$ cat config.mk
export PLATFORM = sky130hd
export DESIGN_NAME = clk_period_meter
export DESIGN_NICKNAME = d
export VERILOG_FILES = /design/src/rtl/clk_period_meter.sv
export SDC_FILE = /design/constraint.sdc
export NUM_CORES = 1
export LEC_CHECK = 0
export ABC_AREA = 1
export CAP_MARGIN = 25
export CORE_UTILIZATION = 50
export DETAILED_ROUTE_END_ITERATION = 8
export GPL_TIMING_DRIVEN = 0
export MAX_ROUTING_LAYER = met4
export PLACE_DENSITY = 0.84
export SYNTH_ARGS = -nofsm -noshare
export SYNTH_HDL_FRONTEND = slang
export SYNTH_SLANG_ARGS = --single-unit
export TNS_END_PERCENT = 20
$ cat constraint.sdc
create_clock -name I_CLK -period 4.5 [get_ports I_CLK]
set_input_delay 0.9 -clock I_CLK [delete_from_list [all_inputs] [get_ports I_CLK]]
set_output_delay 0.9 -clock I_CLK [all_outputs]
set_load 0.05 [all_outputs]
$ cat src/rtl/clk_period_meter.sv
// clk_period_meter
//   Measures the high time, low time and full period of a slow square wave
//   that is asynchronous to I_CLK, counted in I_CLK cycles. A new result is
//   published at each rising edge that closes a full high+low pair. If no edge
//   is seen for TIMEOUT cycles, O_TIMEOUT is raised and stays high until the
//   next published result.
//
// Parameters
//   CNT_W    width of the high/low counts
//   TIMEOUT  idle cycles before O_TIMEOUT asserts (2 <= TIMEOUT <= 2**CNT_W-1)
//
// Ports
//   I_CLK      system clock, rising edge
//   rst        synchronous reset, active high
//   I_SIG      measured signal, asynchronous to I_CLK
//   O_HIGH     last measured high time (cycles)
//   O_LOW      last measured low time (cycles)
//   O_PERIOD   O_HIGH + O_LOW of the same measurement
//   O_VALID    one-cycle strobe when O_HIGH/O_LOW/O_PERIOD update
//   O_TIMEOUT  level, input stalled
module clk_period_meter #(
  parameter int CNT_W   = 24,
  parameter int TIMEOUT = 10_000_000
) (
  input  logic             I_CLK,
  input  logic             rst,
  input  logic             I_SIG,
  output logic [CNT_W-1:0] O_HIGH,
  output logic [CNT_W-1:0] O_LOW,
  output logic [CNT_W:0]   O_PERIOD,
  output logic             O_VALID,
  output logic             O_TIMEOUT
);

  typedef enum logic [1:0] {
    S_IDLE,
    S_HIGH,
    S_LOW
  } state_t;

  localparam logic [CNT_W-1:0] TIMEOUT_C = CNT_W'(TIMEOUT);
  localparam logic [CNT_W-1:0] ONE_C     = CNT_W'(1);

  logic             s1, s2, s3;
  logic             rise, fall, edge_det;
  logic [CNT_W-1:0] cnt;
  logic [CNT_W-1:0] high_tmp;
  logic             timeout_hit;
  logic             cap_high;
  logic             publish;
  state_t           state, state_nxt;

  // s1/s2 resynchronise I_SIG; s3 holds the previous s2 for edge detection.
  assign rise     = s2 & ~s3;
  assign fall     = ~s2 & s3;
  assign edge_det = rise | fall;

  // An edge in the same cycle as the count reaching TIMEOUT wins: the interval
  // is exactly TIMEOUT long and is a valid measurement, not a stall.
  assign timeout_hit = (cnt == TIMEOUT_C) && !edge_det;

  // NOTE: every output of this block gets a default before the case so no
  // path leaves a signal unassigned, which would infer a latch.
  always_comb begin
    state_nxt = state;
    cap_high  = 1'b0;
    publish   = 1'b0;
    if (timeout_hit) begin
      state_nxt = S_IDLE;
    end else begin
      case (state)
        S_IDLE: begin
          // A fall while idle only restarts the interval counter.
          if (rise) state_nxt = S_HIGH;
        end
        S_HIGH: begin
          if (fall) begin
            cap_high  = 1'b1;
            state_nxt = S_LOW;
          end
        end
        S_LOW: begin
          if (rise) begin
            publish   = 1'b1;
            state_nxt = S_HIGH;
          end
        end
        default: state_nxt = S_IDLE;
      endcase
    end
  end

  always_ff @(posedge I_CLK) begin
    if (rst) state <= S_IDLE;
    else     state <= state_nxt;
  end

  // NOTE: all sequential state uses non-blocking assignments so every flop
  // samples the pre-edge values, which the s1->s2->s3 chain depends on.
  always_ff @(posedge I_CLK) begin
    if (rst) begin
      s1        <= 1'b0;
      s2        <= 1'b0;
      s3        <= 1'b0;
      cnt       <= '0;
      high_tmp  <= '0;
      O_HIGH    <= '0;
      O_LOW     <= '0;
      O_PERIOD  <= '0;
      O_VALID   <= 1'b0;
      O_TIMEOUT <= 1'b0;
    end else begin
      s1 <= I_SIG;
      s2 <= s1;
      s3 <= s2;

      // Reload to 1 so that the count seen in the cycle of the next edge
      // equals the edge-to-edge distance; saturate at TIMEOUT.
      if (edge_det)              cnt <= ONE_C;
      else if (cnt != TIMEOUT_C) cnt <= cnt + ONE_C;

      if (cap_high)         high_tmp <= cnt;
      else if (timeout_hit) high_tmp <= '0;

      O_VALID <= publish;
      if (publish) begin
        O_HIGH    <= high_tmp;
        O_LOW     <= cnt;
        O_PERIOD  <= {1'b0, high_tmp} + {1'b0, cnt};
        O_TIMEOUT <= 1'b0;
      end else if (timeout_hit) begin
        O_TIMEOUT <= 1'b1;
      end
    end
  end

endmodule

### Clock routing

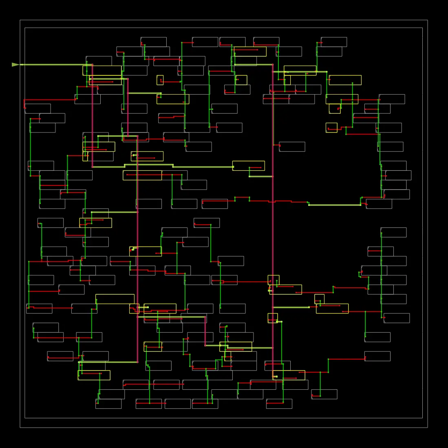
clock buffers: 19
Inserted Clock Buffers: 17
number of sinks handled by clock tree synthesis: 128
Seq cells: 128

### Cells colored by class

Scale: 3 px per um. Fill, decap, tap and diode cells in gray.
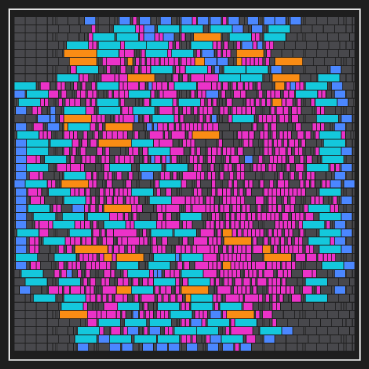
[flops] cyan | cells: 128 | share of their area: 32%
[combinational and other logic] magenta | cells: 828 | share of their area: 48%
[clock drivers and dummy loads] orange | cells: 32 | share of their area: 7.6%
[other buffers and delay cells] blue | cells: 101 | share of their area: 12%

==> report_table.html <==
<h2>Synthesis and place &amp; route</h2>
<table>
<tr><th>Metric</th><th>Value</th></tr>
<tr><th colspan="2">CTS</th></tr>
<tr><td>Post-CTS setup-driven buffer insertion count</td><td>0</td></tr>
<tr><td>Post_cts resized</td><td>0</td></tr>
<tr><td>Clock tree from TritonCTS</td><td>done</td></tr>
<tr><th colspan="2">Worst setup path</th></tr>
<tr><td>Kind of launch point of the worst setup path</td><td>register</td></tr>
<tr><td>Number of buffers and inverters on the critical path</td><td>1</td></tr>
<tr><td>Critical path type</td><td>reg2out</td></tr>
<tr><td>Stages on the worst setup path</td><td>1</td></tr>
<tr><td>Register-to-register setup slack</td><td>2.32 ns</td></tr>
<tr><td>Crit path DAT</td><td>1.59 ns</td></tr>
<tr><td>Source of the critical timing path</td><td>O_HIGH[15]</td></tr>
<tr><td>R2r startpoint</td><td>cnt[1]</td></tr>
<tr><td>Worst reg2reg path depth</td><td>10</td></tr>
<tr><td>Required time worst endpoint</td><td>3.60 ns</td></tr>
<tr><th colspan="2">Final layout</th></tr>
<tr><td>Total area of multi-input combinational cells</td><td>0.00333 mm2</td></tr>
<tr><td>P&amp;R area growth vs syn</td><td>24.1%</td></tr>
<tr><td>Register cell area after layout</td><td>0.00256 mm2</td></tr>
<tr><th colspan="2">Synth</th></tr>
<tr><td>Synth warnings</td><td>0</td></tr>
<tr><td>Sequential-to-total area share from yosys stat</td><td>39.1%</td></tr>
<tr><td>Top-area cell share</td><td>39.1%</td></tr>
<tr><td>Dominant flop cell</td><td>dfxtp_1</td></tr>
<tr><td>Count of library flops with an enable pin</td><td>0</td></tr>
<tr><td>Avg Synthesized Cell Area</td><td>6.68 um2</td></tr>
<tr><td>Ys flops</td><td>128</td></tr>
<tr><th colspan="2">STA</th></tr>
<tr><td>Slew at the pin closest to its max-slew limit</td><td>0.578 ns</td></tr>
<tr><td>Final Max Slew Viols</td><td>0</td></tr>
<tr><td>Setup TNS after final layout</td><td>0 ns</td></tr>
<tr><td>Portion of the clock cycle consumed by the worst path in the final layout</td><td>55.4%</td></tr>
<tr><td>Min cycle time layout</td><td>2.49 ns</td></tr>
<tr><td>Worst clock skew</td><td>0.0111 ns</td></tr>
<tr><th colspan="2">Placed design</th></tr>
<tr><td>Final weighted congestion of routability-driven global placement</td><td>0.930</td></tr>
<tr><td>Setup Slack @ Placement</td><td>2.10 ns</td></tr>
<tr><th colspan="2">Route</th></tr>
<tr><td>Vias</td><td>6491</td></tr>
<tr><td>ANT nets after route</td><td>0</td></tr>
<tr><th colspan="2">GRT</th></tr>
<tr><td>Initial antenna violation count</td><td>0</td></tr>
<tr><th colspan="2">Status</th></tr>
<tr><td>Result of the run</td><td>complete, no violations</td></tr>
<tr><th colspan="2">Pwr</th></tr>
<tr><td>Static power due to leakage</td><td>3.74 nW</td></tr>
<tr><th colspan="2">Die</th></tr>
<tr><td>Die area</td><td>0.0136 mm2</td></tr>
</table>
### Met2 routing

Scale: 3 px per um.
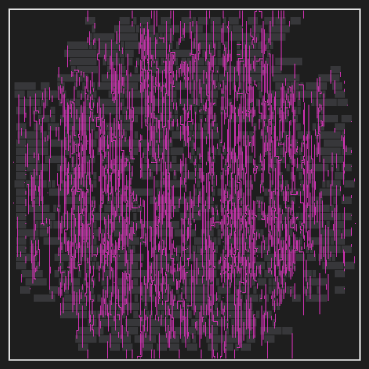
wire length on this layer: 8360 um
nets with wire on the layer: 908

### Pin map

Scale: 2 px per um. Pins as bars across the die edge, other pins in gray.
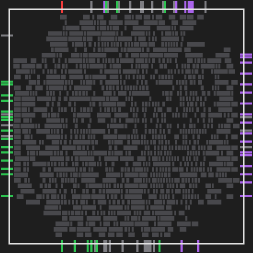
[O_PERIOD] purple | pins: 25 | direction: output | edge: 17 east, 6 north, 2 south
[O_LOW] green | pins: 24 | direction: output | edge: 15 west, 6 south, 3 north
[I_SIG] red | pins: 1 | direction: input | edge: north

flip-flops by register name, summed over array words and instances, names as in the netlist:
| register | cells |
|---|---|
| O_TIMEOUT | 1 |
| s2 | 1 |
| high_tmp | 24 |
| state | 2 |
| s1 | 1 |
| O_PERIOD | 25 |
| O_HIGH | 24 |
| s3 | 1 |
| cnt | 24 |
| O_VALID | 1 |
| O_LOW | 24 |
placed cells by master (no fill, tap or decap), types with 4 or more instances in the layout:
master,instances
nor2_1,71
nand3_1,68
inv_2,5
clkdlybuf4s50_1,76
nand2_1,385
clkinv_4,4
a21oi_1,54
ha_1,28
o21ai_0,20
nand4_1,8
nor3_1,11
nand3b_1,5
inv_1,123
buf_6,7
dfxtp_1,128
buf_2,9
o21ai_2,21
clkbuf_1,6
xnor2_1,5
and2_1,4
clkbuf_16,17
worst min path at each step:
stage / cells past startpoint / endpoint / from
CTS: 2 / s2 / s1
global route: 2 / s2 / s1
global placement: 2 / s2 / s1
detailed placement: 2 / s2 / s1
floorplan: 2 / s2 / s1
finish: 2 / s2 / s1
per-layer routing:
metal / global-route usage, % / vias up / part of all wire, %
met3: 5.35 / 53 / 4.9
met5: - / - / 0
met4: 16.1 / 0 / 4.1
met1: 34.5 / 2972 / 44
li1: - / 3258 / -
met2: 47.2 / 208 / 47
through the flow:
step	utilization [%]	cell area (um2)
floorplan	-	6550
global placement	59.4	7530
detailed placement	59.4	7530
CTS	64.2	8130
global route	64.2	8130
finish	64.2	8130
power by group through the flow:
| stage | clock (mW) | sequential, mW | combinational, mW |
|---|---|---|---|
| after CTS | 1.43 | 1.14 | 0.0608 |
| after floorplan | 0 | 1.17 | 0.0404 |
| after global placement | 0 | 1.17 | 0.0586 |
| final | 1.41 | 1.14 | 0.0609 |
| after detailed placement | 0 | 1.17 | 0.0601 |
| after global routing | 1.48 | 1.14 | 0.0663 |
cell type report:
| class | instances | share of cell area, % |
|---|---|---|
| Clock buffer | 19 | 5.45 |
| Sequential cell | 128 | 31.5 |
| Tap cell | 172 | 2.65 |
| Inverter | 130 | 6.06 |
| Timing Repair Buffer | 76 | 9.36 |
| Clock inverter | 13 | 2.00 |
| Buffer | 25 | 1.98 |
| Multi-Input combinational cell | 698 | 41.0 |
logic make-up after synthesis:
logic type / after synthesis / share of synthesized area [%]
adders and majority gates: 29 / 5.65
DFF: 128 / 39.1
AOI/OAI and AO/OA: 97 / 8.69
buffers and inverters: 155 / 9.99
and+or+nand+nor: 564 / 35.5
xor gates and xnor gates: 8 / 1.07
Power figures rest on the tool's default switching activity, not on a simulated workload.
